Design output_mod_effects, sky130hd; sources not shown.
run_1/congestion.png
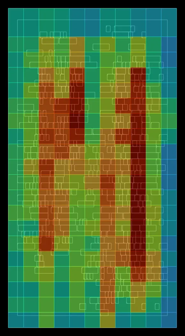
met2 usage: 0.352
WL/cell: 17.0 um
met1 Usage GRT: 0.145
gr usage total: 0.172
gr busiest metal: met2

run_1/cell_density.png
Bar = 20 um. 8 x 14 tiles, from dark blue (low) to red (high), 0 to 100% covered.
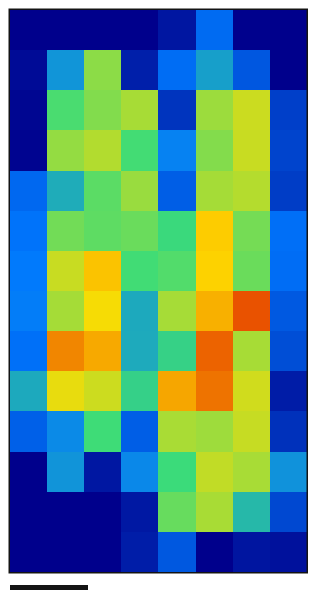
emptiest ninth of the die	south-west
fullest tile	91%
nearly empty tiles	15%
tiles over 75% full	8.9%
mean over tiles	38%
final core occ: 0.471
Core Box Area: 9010 um^2

run_1/layer_met2.png
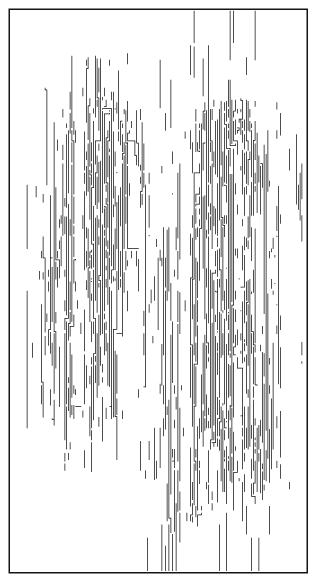
wire length on this layer	5810 um
nets with wire on the layer	421
share of all routed wire	60%
longest straight run	70.7 um
routed vias: 3007
Routed Wire Length: 9700 um

==> summary.txt, run 1 <==
yosys + openroad results -> Met3 Wirelength 303 um, clk slew on worst S/H paths 70 ps, Synth top cell by count nand2_1, Synthesized Nets 421, yosys aoi share 0.0646, xor/xnor share 0.0158, Num Clock Sinks 48, Syn Inst Count 397, combinational fraction of design power 0.190, Hold Path Class flop to flop, FFs w/ async S/R, synth 0, Clock Power Share 0.415, placed cell count 538, f_max between 0.5 and 0.6 GHz, ys flops 48, met1 WL 3190 um, Area growth syn-to-layout 53.3%, yosys stat area 2770 um^2, Non-clock buffer share 0.176, Area leader share 0.347, main flop type after synthesis dfxtp_1, IO buf count 39, die height 144 um, Max Cap Viol 0, Setup-failing EPs final 38, Internal Power 2230 uW, GPL Wtd Cong 0.873, final instance area roughly 4200 um^2, pwr/cell area 734 nW/um^2, Top Metal Used met4, CTS tree done, Final Cycle Share 1.04, share of cells above drive strength 1 0.440, Pleak 0.00163 uW, Late-Pin Clk Latency 290 ps, crit end category flop, clock network area share 0.0430, CP peak stage delay 330 ps, RSZ-0062 raised after global routing yes, hold buffers post-CTS 0, number of H-tree levels 2, adder and majority gate portion of the synthesized area 0.00903, violated checks setup timing, 1st-iter DRT viols 128, pins over their slew limit 0, Required @ worst endpoint 1620 ps, via-per-instance ratio 5.28, worst setup margin -67.9 ps, status finished, violations left, mean post-synth cell area between 6 and 7 um^2, Hold Fails Final Rpt 0, clock buffer count 7, post-synthesis cell type count 35, Combinational Power 591 uW, # resized after CTS 160, # rows 49, Worst Hold Slack 287 ps, VDD IR-drop max 433 uV, DRT antenna net count 0
==> run 2: changes to the inputs <==
- SLEW_MARGIN: 10 -> 20
run_2/cell_density.png
Bar = 20 um. 8 x 14 tiles, from dark blue (low) to red (high), 0 to 100% covered.
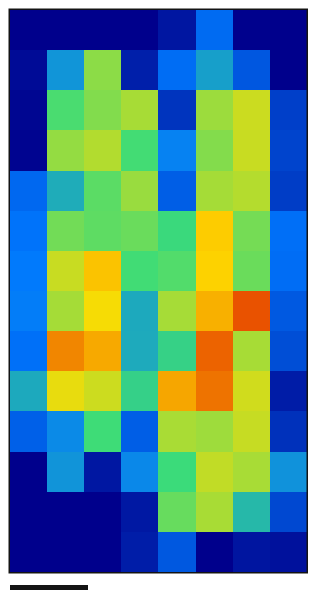
mean over tiles	38%
emptiest ninth of the die	south-west
tiles over 75% full	8.9%
nearly empty tiles	15%
fullest tile	91%
Initial Util: 0.307

run_2/layer_met1.png
Cells faint in the background.
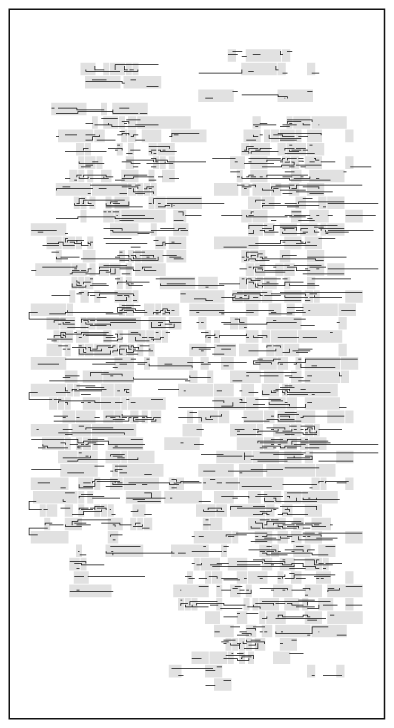
main direction	horizontal
nets with wire on the layer	449
wire length on this layer	3190 um
longest straight run	25.8 um

==> run 2 against run 1 <==
- the flow still finishes with violations (setup timing)
- register-to-register slack is essentially flat
- fmax unchanged
- utilization is the same
- wire length is the same
- non-clock buffer count unchanged
- flip-flop count is the same
- highest routed layer unchanged
==> summary.txt, run 2 <==
yosys + openroad results -> violated checks setup timing, Num Clock Sinks 48 (unchanged), ys flops 48 (unchanged), gr busiest metal met2, yosys stat area 2770 um^2 (unchanged), final core occ 0.471 (unchanged), final instance area 4250 um^2 (unchanged), Setup-failing EPs final 38 (unchanged), gr usage total 0.172 (unchanged), CTS tree done, combinational fraction of design power 0.190 (about the same), Required @ worst endpoint 1620 ps (about the same), yosys aoi share 0.0646 (unchanged), RSZ-0062 raised after global routing yes, Hold Path Class flop to flop, WL/cell 17.0 um (unchanged), hold buffers post-CTS 0 (unchanged), status finished, violations left, Combinational Power 591 uW (about the same), met1 Usage GRT 0.145 (unchanged), FFs w/ async S/R, synth 0 (unchanged), Routed Wire Length 9700 um (unchanged), 1st-iter DRT viols 128 (unchanged), Synthesized Nets 421 (unchanged), f_max 0.600 GHz (unchanged), pins over their slew limit 0 (unchanged), Pleak 0.00163 uW (unchanged), Clock Power Share 0.415 (about the same), Area growth syn-to-layout 53.3% (unchanged), VDD IR-drop max 433 uV (unchanged), # resized after CTS 160 (unchanged), clk slew on worst S/H paths 70 ps (about the same), adder and majority gate portion of the synthesized area 0.00903 (unchanged), Non-clock buffer share 0.176 (unchanged), Area leader share 0.347 (unchanged), clock buffer count 7 (unchanged), CP peak stage delay 330 ps (about the same), Final Cycle Share 1.04 (unchanged), met2 usage 0.352 (unchanged), Max Cap Viol 0 (unchanged), mean post-synth cell area 6.98 um^2 (unchanged), GPL Wtd Cong 0.873 (unchanged), worst setup margin -67.9 ps (unchanged), Hold Fails Final Rpt 0 (unchanged), die height 144 um (unchanged), share of cells above drive strength 1 0.440 (unchanged), number of H-tree levels 2 (unchanged), routed vias 3007 (unchanged), Late-Pin Clk Latency 290 ps (about the same), xor/xnor share 0.0158 (unchanged), crit end category flop, DRT antenna net count 0 (unchanged)
run_2/congestion.png
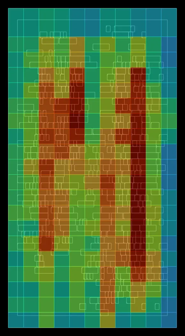

==> run 3: changes to the inputs <==
--- a/config.mk
+++ b/config.mk
@@ -9,2 +9,3 @@
 export ABC_CLOCK_PERIOD_IN_PS = 1600
+export CAP_MARGIN = 20
 export CORE_ASPECT_RATIO = 2
==> constraint.sdc (replaced) <==
create_clock -name clk -period 1.6 [get_ports clk]
set_clock_uncertainty 0.15 [all_clocks]
set_input_delay 0.24 -clock clk [delete_from_list [all_inputs] [get_ports clk]]
set_output_delay 0.24 -clock clk [all_outputs]
set_load 0.1 [all_outputs]
run_3/congestion.png
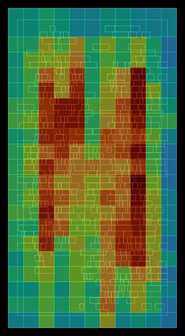
met1 Usage GRT: 0.151
final core occ: 0.503
met2 usage: 0.371

run_3/cell_density.png
Bar = 20 um. 8 x 14 tiles, from dark blue (low) to red (high), 0 to 100% covered.
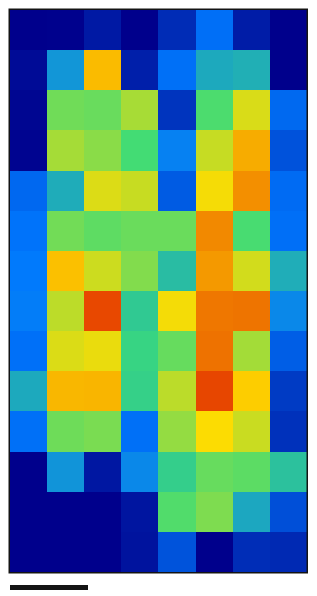
emptiest ninth of the die	south-west
mean over tiles	40%
nearly empty tiles	13%
tiles over 75% full	13%
fullest tile	92%

==> run 3 against run 2 <==
- the run still ends with setup timing left
- non-clock buffer count up 7
- design area up 6.7%
- total power up 0.40%
- cell count increased by 1.2%
- register-to-register slack worse by 50 ps
- hold slack worse by 13 ps
- via count is 2.2% higher
- highest routed layer unchanged
- area after synthesis unchanged
- critical path depth unchanged
- global-route usage increased by 1.4 points
- first-iteration DRC count down 15%
- combinational power grew 3%
==> summary.txt, run 3 <==
yosys + openroad results -> first-pass GRT wire length 16100 um, number of enable flip-flop cells 0, yosys stat area 2770 um^2 (unchanged), Area growth syn-to-layout 63.6%, Post-CTS Setup Bufs 26, tally of OpenROAD warnings 28, Hold Fails Final Rpt 0 (unchanged), pins over their slew limit 0 (unchanged), crit end category flop, VDD IR-drop max 427 uV (-1.4%), clock buffer count 7 (unchanged), WL/cell 16.8 um (-1.2%), Placed Instance Area 3300 um^2, die height 144 um (unchanged), Combinational Power 609 uW (+3%), Final Cycle Share 1.07 (+0.0293), vias in the first global route 3347, Clock Power Share 0.412 (-0.003), gr busiest metal met2, routed vias 3074 (+2.2%), CTS tree done, final instance area 4530 um^2 (+6.7%), FFs w/ async S/R, synth 0 (unchanged), violated checks setup timing, yosys aoi share 0.0646 (unchanged), buffers and inverters on the worst path 4, Synthesized Nets 421 (unchanged), Switching Fraction 0.283, number of H-tree levels 2 (unchanged), Initial Util 0.307 (unchanged), Top logic family simple AND/OR/NAND/NOR gates, top power group the clock network, f_max 0.583 GHz (-2.7%), xor/xnor share 0.0158 (unchanged), Pleak 0.00166 uW (+2.2%), 1st-iter DRT viols 109 (-15%), CP peak stage delay 330 ps (about the same), Area leader share 0.347 (unchanged), Num Clock Sinks 48 (unchanged), mean post-synth cell area 6.98 um^2 (unchanged), worst setup margin -115 ps (-46.9 ps), GPL Wtd Cong 0.873 (unchanged), Seq. pwr roughly 1200 uW, Non-clock buffer share 0.206 (+0.0302), Routed Wire Length 9710 um (about the same), sequential element share of the synthesized area 0.347, DRT antenna net count 0 (unchanged), Setup-failing EPs final 18 (-53%), Hold Path Class primary input to flop, adder and majority gate portion of the synthesized area 0.00903 (unchanged), yosys warns 0, gr usage total 0.185 (+0.0135), Reg area 978 um^2, Synth area leaders dfxtp_1, nand2_1, nand3_1, worst-path maximum fanout 5, # resized after CTS 188 (+18%), flop count 48, hold buffers post-CTS 0 (unchanged), Max Cap Viol 0 (unchanged), share of cells above drive strength 1 0.461 (+0.0209), met1 WL 3000 um, combinational fraction of design power 0.195 (+0.005), status finished, violations left, startpoint types flop, RSZ-0062 raised after global routing yes, Required @ worst endpoint 1610 ps (about the same), ys flops 48 (unchanged), clk slew on worst S/H paths 70 ps (about the same), IO buf count 39, Late-Pin Clk Latency 290 ps (about the same)
Power and IR drop assume default switching activity.
